**Routed metal, one color a layer**

Bar = 20 um.
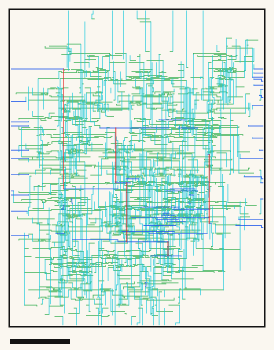
**Logic cells by family**

Bar = 20 um.
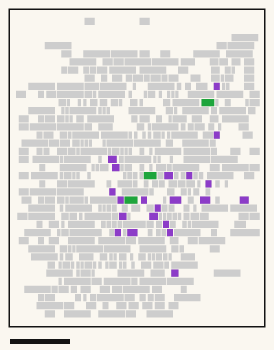
**Layout detail**

Bar = 5 um. Window x 33 to 53, y 64 to 84 um. Cells in gray, sequential cells in the stronger gray; small squares are vias.
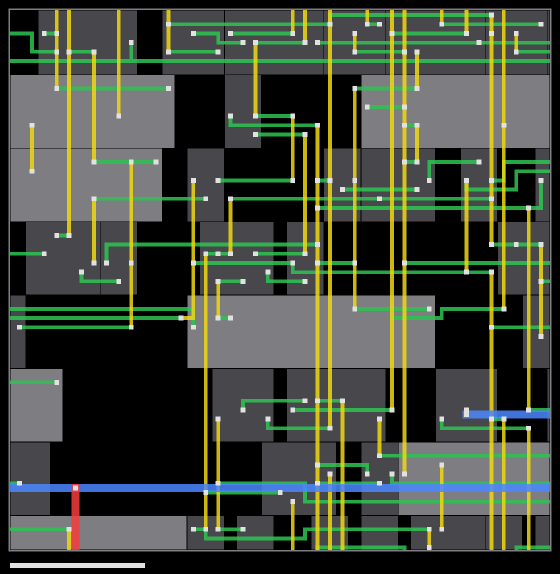
**Track usage over the die**

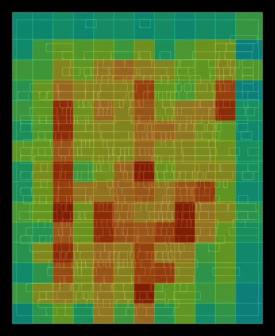
[src/rtl/dut_cfg_scan_emulator_pkg.sv]
// ---------------------------------------------------------------------------
// cms_pix28_package
// Shared constants and types for the pix28 DUT configuration/scan emulator.
//   DUT_EMU_CFG_LEN_DEF   default configuration shift-register length
//   DUT_EMU_SCAN_LEN_DEF  default scan-chain length
//   dut_emu_edge_cnt_t    16-bit config_clk edge counter type
//   edge_cnt_inc()        saturating increment for the edge counter
// ---------------------------------------------------------------------------
package cms_pix28_package;

    localparam int DUT_EMU_CFG_LEN_DEF  = 32;
    localparam int DUT_EMU_SCAN_LEN_DEF = 48;

    typedef logic [15:0] dut_emu_edge_cnt_t;

    // Holds at 0xFFFF so an over-long shift can never wrap back to CFG_LEN
    // and hide a length error.
    function automatic dut_emu_edge_cnt_t edge_cnt_inc(input dut_emu_edge_cnt_t cnt);
        if (cnt == 16'hFFFF) begin
            return cnt;
        end
        return cnt + 16'd1;
    endfunction

endpackage

[src/rtl/dut_cfg_scan_emulator_if.sv]
// ---------------------------------------------------------------------------
// dut_cfg_scan_emulator_if
// Pin-level bundle between the FPGA firmware (master) and the emulated pix28
// DUT (slave).
//   master: drives strobes, serial data and scan patterns; reads serial outs
//   slave : the emulator; reads strobes/data, drives config_out/scan_out
// Parameter SCAN_LEN sets the width of the scan load patterns.
// ---------------------------------------------------------------------------
interface dut_cfg_scan_emulator_if #(
    parameter int SCAN_LEN = 48
);
    logic                super_pixel_sel;
    logic                config_clk;
    logic                reset_not;
    logic                config_in;
    logic                config_load;
    logic                bxclk;
    logic                scan_in;
    logic                scan_load;
    logic [SCAN_LEN-1:0] scan_pattern_0;
    logic [SCAN_LEN-1:0] scan_pattern_1;
    logic                config_out;
    logic                scan_out;

    modport master (
        output super_pixel_sel, config_clk, reset_not, config_in, config_load,
               bxclk, scan_in, scan_load, scan_pattern_0, scan_pattern_1,
        input  config_out, scan_out
    );

    modport slave (
        input  super_pixel_sel, config_clk, reset_not, config_in, config_load,
               bxclk, scan_in, scan_load, scan_pattern_0, scan_pattern_1,
        output config_out, scan_out
    );
endinterface

[src/rtl/dut_cfg_scan_emulator_edge_det.sv]
// ---------------------------------------------------------------------------
// dut_emu_edge_det
// One-bit registered edge detector for an oversampled pin strobe.
//   clk, rst_n : oversampling clock, async active-low reset (d_q resets to 0)
//   d          : pin level
//   rise       : d high now, low at previous sample
//   fall       : d low now, high at previous sample
// Because d_q resets to 0, a strobe that is already high when reset releases
// reports one rise on the first sample.
// ---------------------------------------------------------------------------
module dut_emu_edge_det (
    input  logic clk,
    input  logic rst_n,
    input  logic d,
    output logic rise,
    output logic fall
);
    logic d_q;
    logic d_d;

    assign d_d = d;

    always_ff @(posedge clk or negedge rst_n) begin
        if (!rst_n) begin
            d_q <= 1'b0;
        end else begin
            d_q <= d_d;
        end
    end

    assign rise = d & ~d_q;
    assign fall = ~d & d_q;
endmodule

[src/rtl/dut_cfg_scan_emulator.sv]
// ---------------------------------------------------------------------------
// dut_cfg_scan_emulator
// Fabric model of the pix28 configuration and scan chains, oversampled on
// iob_clk, used as a closed-loop target for the firmware.
//   iob_clk      : oversampling clock (rising edge)
//   reset_n      : async active-low reset, clears every register
//   pins         : pin bundle (slave side), strobes in, config_out/scan_out
//   cfg_shadow   : last committed configuration word
//   cfg_load_cnt : number of commits, wraps at 255
//   cfg_len_err  : sticky, a commit saw an edge count other than CFG_LEN
// Build option: DUT_EMU_SCAN_EN compiles in the scan chain; without it
// scan_out is tied low and the scan inputs are ignored.
// ---------------------------------------------------------------------------
module dut_cfg_scan_emulator
    import cms_pix28_package::*;
#(
    parameter int CFG_LEN  = DUT_EMU_CFG_LEN_DEF,
    parameter int SCAN_LEN = DUT_EMU_SCAN_LEN_DEF
) (
    input  logic                   iob_clk,
    input  logic                   reset_n,
    dut_cfg_scan_emulator_if.slave pins,
    output logic [CFG_LEN-1:0]     cfg_shadow,
    output logic [7:0]             cfg_load_cnt,
    output logic                   cfg_len_err
);
    logic cfg_clk_rise;
    logic unused_cfg_clk_fall;
    logic unused_cfg_load_rise;
    logic cfg_load_fall;

    dut_emu_edge_det u_edge_config_clk (
        .clk   (iob_clk),
        .rst_n (reset_n),
        .d     (pins.config_clk),
        .rise  (cfg_clk_rise),
        .fall  (unused_cfg_clk_fall)
    );

    dut_emu_edge_det u_edge_config_load (
        .clk   (iob_clk),
        .rst_n (reset_n),
        .d     (pins.config_load),
        .rise  (unused_cfg_load_rise),
        .fall  (cfg_load_fall)
    );

    logic [CFG_LEN-1:0] cfg_sr_q,      cfg_sr_d;
    logic [CFG_LEN-1:0] cfg_shadow_q,  cfg_shadow_d;
    logic [7:0]         cfg_load_cnt_q, cfg_load_cnt_d;
    logic               cfg_len_err_q, cfg_len_err_d;
    dut_emu_edge_cnt_t  edge_cnt_q,    edge_cnt_d;

    always_comb begin
        cfg_sr_d       = cfg_sr_q;
        cfg_shadow_d   = cfg_shadow_q;
        cfg_load_cnt_d = cfg_load_cnt_q;
        cfg_len_err_d  = cfg_len_err_q;
        edge_cnt_d     = edge_cnt_q;

        if (!pins.reset_not) begin
            // Functional reset keeps the commit counter so firmware can still
            // see how many loads happened across DUT resets.
            cfg_sr_d      = '0;
            cfg_shadow_d  = '0;
            cfg_len_err_d = 1'b0;
            edge_cnt_d    = '0;
        end else begin
            // Gating on the live config_load level means a rise coinciding
            // with the load fall is dropped and the commit sees pre-shift data.
            if (cfg_clk_rise && pins.config_load) begin
                cfg_sr_d   = {cfg_sr_q[CFG_LEN-2:0], pins.config_in};
                edge_cnt_d = edge_cnt_inc(edge_cnt_q);
            end
            if (cfg_load_fall) begin
                cfg_shadow_d   = cfg_sr_q;
                cfg_load_cnt_d = cfg_load_cnt_q + 8'd1;
                if (edge_cnt_q != dut_emu_edge_cnt_t'(CFG_LEN)) begin
                    cfg_len_err_d = 1'b1;
                end
                edge_cnt_d = '0;
            end
        end
    end

    always_ff @(posedge iob_clk or negedge reset_n) begin
        if (!reset_n) begin
            cfg_sr_q       <= '0;
            cfg_shadow_q   <= '0;
            cfg_load_cnt_q <= '0;
            cfg_len_err_q  <= 1'b0;
            edge_cnt_q     <= '0;
        end else begin
            cfg_sr_q       <= cfg_sr_d;
            cfg_shadow_q   <= cfg_shadow_d;
            cfg_load_cnt_q <= cfg_load_cnt_d;
            cfg_len_err_q  <= cfg_len_err_d;
            edge_cnt_q     <= edge_cnt_d;
        end
    end

    assign pins.config_out = cfg_sr_q[CFG_LEN-1];
    assign cfg_shadow      = cfg_shadow_q;
    assign cfg_load_cnt    = cfg_load_cnt_q;
    assign cfg_len_err     = cfg_len_err_q;

`ifdef DUT_EMU_SCAN_EN
    logic bxclk_rise;
    logic unused_bxclk_fall;

    dut_emu_edge_det u_edge_bxclk (
        .clk   (iob_clk),
        .rst_n (reset_n),
        .d     (pins.bxclk),
        .rise  (bxclk_rise),
        .fall  (unused_bxclk_fall)
    );

    logic [SCAN_LEN-1:0] scan_sr_q, scan_sr_d;

    always_comb begin
        scan_sr_d = scan_sr_q;
        if (!pins.reset_not) begin
            scan_sr_d = '0;
        end else if (bxclk_rise) begin
            if (pins.scan_load) begin
                scan_sr_d = pins.super_pixel_sel ? pins.scan_pattern_1 : pins.scan_pattern_0;
            end else begin
                scan_sr_d = {scan_sr_q[SCAN_LEN-2:0], pins.scan_in};
            end
        end
    end

    always_ff @(posedge iob_clk or negedge reset_n) begin
        if (!reset_n) begin
            scan_sr_q <= '0;
        end else begin
            scan_sr_q <= scan_sr_d;
        end
    end

    assign pins.scan_out = scan_sr_q[SCAN_LEN-1];
`else
    logic                unused_scan_ctl;
    logic [SCAN_LEN-1:0] unused_scan_pat;

    assign unused_scan_ctl = pins.bxclk ^ pins.scan_in ^ pins.scan_load ^ pins.super_pixel_sel;
    assign unused_scan_pat = pins.scan_pattern_0 ^ pins.scan_pattern_1;
    assign pins.scan_out   = 1'b0;
`endif
endmodule

[src/flat_wrapper.sv]
// flat-port wrapper written by rule: the top's interface ports become plain ports
module dut_cfg_scan_emulator_flat import cms_pix28_package::*;
#(
    parameter int CFG_LEN  = DUT_EMU_CFG_LEN_DEF,
    parameter int SCAN_LEN = DUT_EMU_SCAN_LEN_DEF
)
  (iob_clk, reset_n, cfg_shadow, cfg_load_cnt, cfg_len_err, pins_super_pixel_sel, pins_config_clk, pins_reset_not, pins_config_in, pins_config_load, pins_bxclk, pins_scan_in, pins_scan_load, pins_scan_pattern_0, pins_scan_pattern_1, pins_config_out, pins_scan_out);
  dut_cfg_scan_emulator_if #(.SCAN_LEN(SCAN_LEN)) pins_i ();
  input  logic iob_clk;
  input  logic reset_n;
  output logic [CFG_LEN-1:0] cfg_shadow;
  output logic [7:0] cfg_load_cnt;
  output logic cfg_len_err;
  input wire logic [$bits(pins_i.super_pixel_sel)-1:0] pins_super_pixel_sel;
  input wire logic [$bits(pins_i.config_clk)-1:0] pins_config_clk;
  input wire logic [$bits(pins_i.reset_not)-1:0] pins_reset_not;
  input wire logic [$bits(pins_i.config_in)-1:0] pins_config_in;
  input wire logic [$bits(pins_i.config_load)-1:0] pins_config_load;
  input wire logic [$bits(pins_i.bxclk)-1:0] pins_bxclk;
  input wire logic [$bits(pins_i.scan_in)-1:0] pins_scan_in;
  input wire logic [$bits(pins_i.scan_load)-1:0] pins_scan_load;
  input wire logic [$bits(pins_i.scan_pattern_0)-1:0] pins_scan_pattern_0;
  input wire logic [$bits(pins_i.scan_pattern_1)-1:0] pins_scan_pattern_1;
  output wire logic [$bits(pins_i.config_out)-1:0] pins_config_out;
  output wire logic [$bits(pins_i.scan_out)-1:0] pins_scan_out;
  assign pins_i.super_pixel_sel = pins_super_pixel_sel;
  assign pins_i.config_clk = pins_config_clk;
  assign pins_i.reset_not = pins_reset_not;
  assign pins_i.config_in = pins_config_in;
  assign pins_i.config_load = pins_config_load;
  assign pins_i.bxclk = pins_bxclk;
  assign pins_i.scan_in = pins_scan_in;
  assign pins_i.scan_load = pins_scan_load;
  assign pins_i.scan_pattern_0 = pins_scan_pattern_0;
  assign pins_i.scan_pattern_1 = pins_scan_pattern_1;
  assign pins_config_out = pins_i.config_out;
  assign pins_scan_out = pins_i.scan_out;
  dut_cfg_scan_emulator #(.CFG_LEN(CFG_LEN), .SCAN_LEN(SCAN_LEN)) u_core (.iob_clk(iob_clk), .reset_n(reset_n), .pins(pins_i), .cfg_shadow(cfg_shadow), .cfg_load_cnt(cfg_load_cnt), .cfg_len_err(cfg_len_err));
endmodule
[config.mk]
export PLATFORM = sky130hd
export DESIGN_NAME = dut_cfg_scan_emulator_flat
export DESIGN_NICKNAME = d
export VERILOG_FILES = /design/src/rtl/dut_cfg_scan_emulator_pkg.sv /design/src/rtl/dut_cfg_scan_emulator_if.sv /design/src/rtl/dut_cfg_scan_emulator_edge_det.sv /design/src/rtl/dut_cfg_scan_emulator.sv /design/src/flat_wrapper.sv
export SDC_FILE = /design/constraint.sdc
export NUM_CORES = 1
export LEC_CHECK = 0
export CAP_MARGIN = 25
export CORE_ASPECT_RATIO = 1.25
export CORE_UTILIZATION = 48
export CTS_CLUSTER_DIAMETER = 50
export DETAILED_ROUTE_END_ITERATION = 10
export GPL_TIMING_DRIVEN = 0
export PLACE_DENSITY = 0.89
export SETUP_SLACK_MARGIN = 0.3
export SLEW_MARGIN = 30
export SYNTH_ARGS = -nofsm -noshare
export SYNTH_HDL_FRONTEND = slang
export SYNTH_HIERARCHICAL = 1
export SYNTH_SLANG_ARGS = --single-unit
[constraint.sdc]
create_clock -name iob_clk -period 3.9 [get_ports iob_clk]
set_input_delay 0.585 -clock iob_clk [delete_from_list [all_inputs] [get_ports iob_clk]]
set_output_delay 0.585 -clock iob_clk [all_outputs]
set_load 0.05 [all_outputs]
==> reports/qor.tcl <==
set qor(run_status) {complete, no violations}
set qor(dr_wl_met2_um) 4240
set qor(criticalPathCategory) {in2reg}
set qor(signal_buffer_area_fraction) 0.123
set qor(finalClockPeriodUsage) 0.649
set qor(area_growth_syn_to_layout_pct) 19.7
set qor(drv_cap) 0
set qor(syn-instance-count) 392
set qor(cts_max_level) 3
set qor(critical_path_arrival_ns) 2.78
set qor(dr.max_layer_used) {met4}
set qor(preCtsSetupSlack_ns) 1.01
set qor(tool_warnings) 127
set qor(min-delay-path-class) {in2async}
set qor(achievable-frequency_mhz) 395
set qor(cts_resized) 0
set qor(layout_top_cell_excl_fill_tap) {dfrtp_1}
set qor(routedLengthMet1_um) 3760
set qor(top_area_cell_class) {flip-flops and latches}
set qor(timing.slew.headroom) 0.474
set qor(fraction_of_layout_instances_using_a_drive_strength_above_1) 0.0702
set qor(postLayoutSetupSlackWorst_ns) 1.37
set qor(overall_power_consumption_mw) 1.90
set qor(critical_path_required_ns) 4.15
set qor(drt_iter0_markers) 260
set qor(design.die.area_um2) 9000
set qor(p_sw_frac) 0.283
set qor(grt_setup_unrepaired) {no}
set qor(cts_hold_buf) 0
set qor(final.fill_count) 666
set qor(power.net_switching_mw) 0.537
set qor(maxSlewViolCount) 0
set qor(final_area_um2) 4950
set qor(tritoncts.num_buffers) 9
set qor(fin_crit_ns) 2.53
set qor(post_drt_via_cell_ratio) 5.55
set qor(insertedDiodeCount) 0
set qor(core_region_area_um2) 8290
set qor(cts_setup_buffers) 0
set qor(maximum_net_fanout_on_the_critical_path) 10
set qor(clock_power_share) 0.334
set qor(netlist_area_um2) 4140
set qor(cts_root_buf) {clkbuf_8}
set qor(clk_buffers) 11
set qor(grt_util_met1) 0.262
set qor(p_seq_frac) 0.528
Notes on 'routed metal, one color a layer' above:
Red shows met4, wire length 106 um. Blue shows met3, wire length 390 um. Green shows met1, wire length 3760 um. Cyan shows met2, wire length 4240 um.
final routed wire length divided by cell count: 15.4 um
final wirelength: 8500 um
via count: 3070
Total Routing Usage GR: 0.204

Notes on 'logic cells by family' above:
Purple shows AND and OR gates, cells 21. Green shows adder and majority cells, cells 3.

Notes on 'layout detail' above:
Yellow shows met2. Green shows met1. Red shows met4. Blue shows met3.
Netlist names of flops here include `u_core/cfg_sr_q` (4), `u_core/cfg_shadow` (1). Most frequent: nand2_1 (7). 26 logic cells have their middle in the window. Sequential cells in the window: 5.

Notes on 'track usage over the die' above:
GRT Max-Usage Layer: met2
share of the core filled with cells: 0.597

==> final timing paths <==
path                                          endpoint  slack (ns)                   start  cells after the start
max in group asynchronous          u_core/cfg_sr_q[23]        3.20                 reset_n                      2
min in group iob_clk            u_core/cfg_load_cnt[7]        0.47  u_core/cfg_load_cnt[7]                      1
worst max register to register    u_core/edge_cnt_q[9]        1.73    u_core/edge_cnt_q[1]                      6
worst max-delay path             u_core/edge_cnt_q[14]        1.37        pins_config_load                      6
worst min register to register  u_core/cfg_load_cnt[7]        0.47  u_core/cfg_load_cnt[7]                      1
worst min-delay path             u_core/cfg_shadow[29]        0.13                 reset_n                      1
==> critical path, cell delays in order <==
cell and delay, ns:
clkdlybuf4s50_1 0.55, and2b_2 0.24, clkbuf_1 0.26, or2b_2 0.37, dlygate4sd1_1 0.37, o41ai_1 0.39
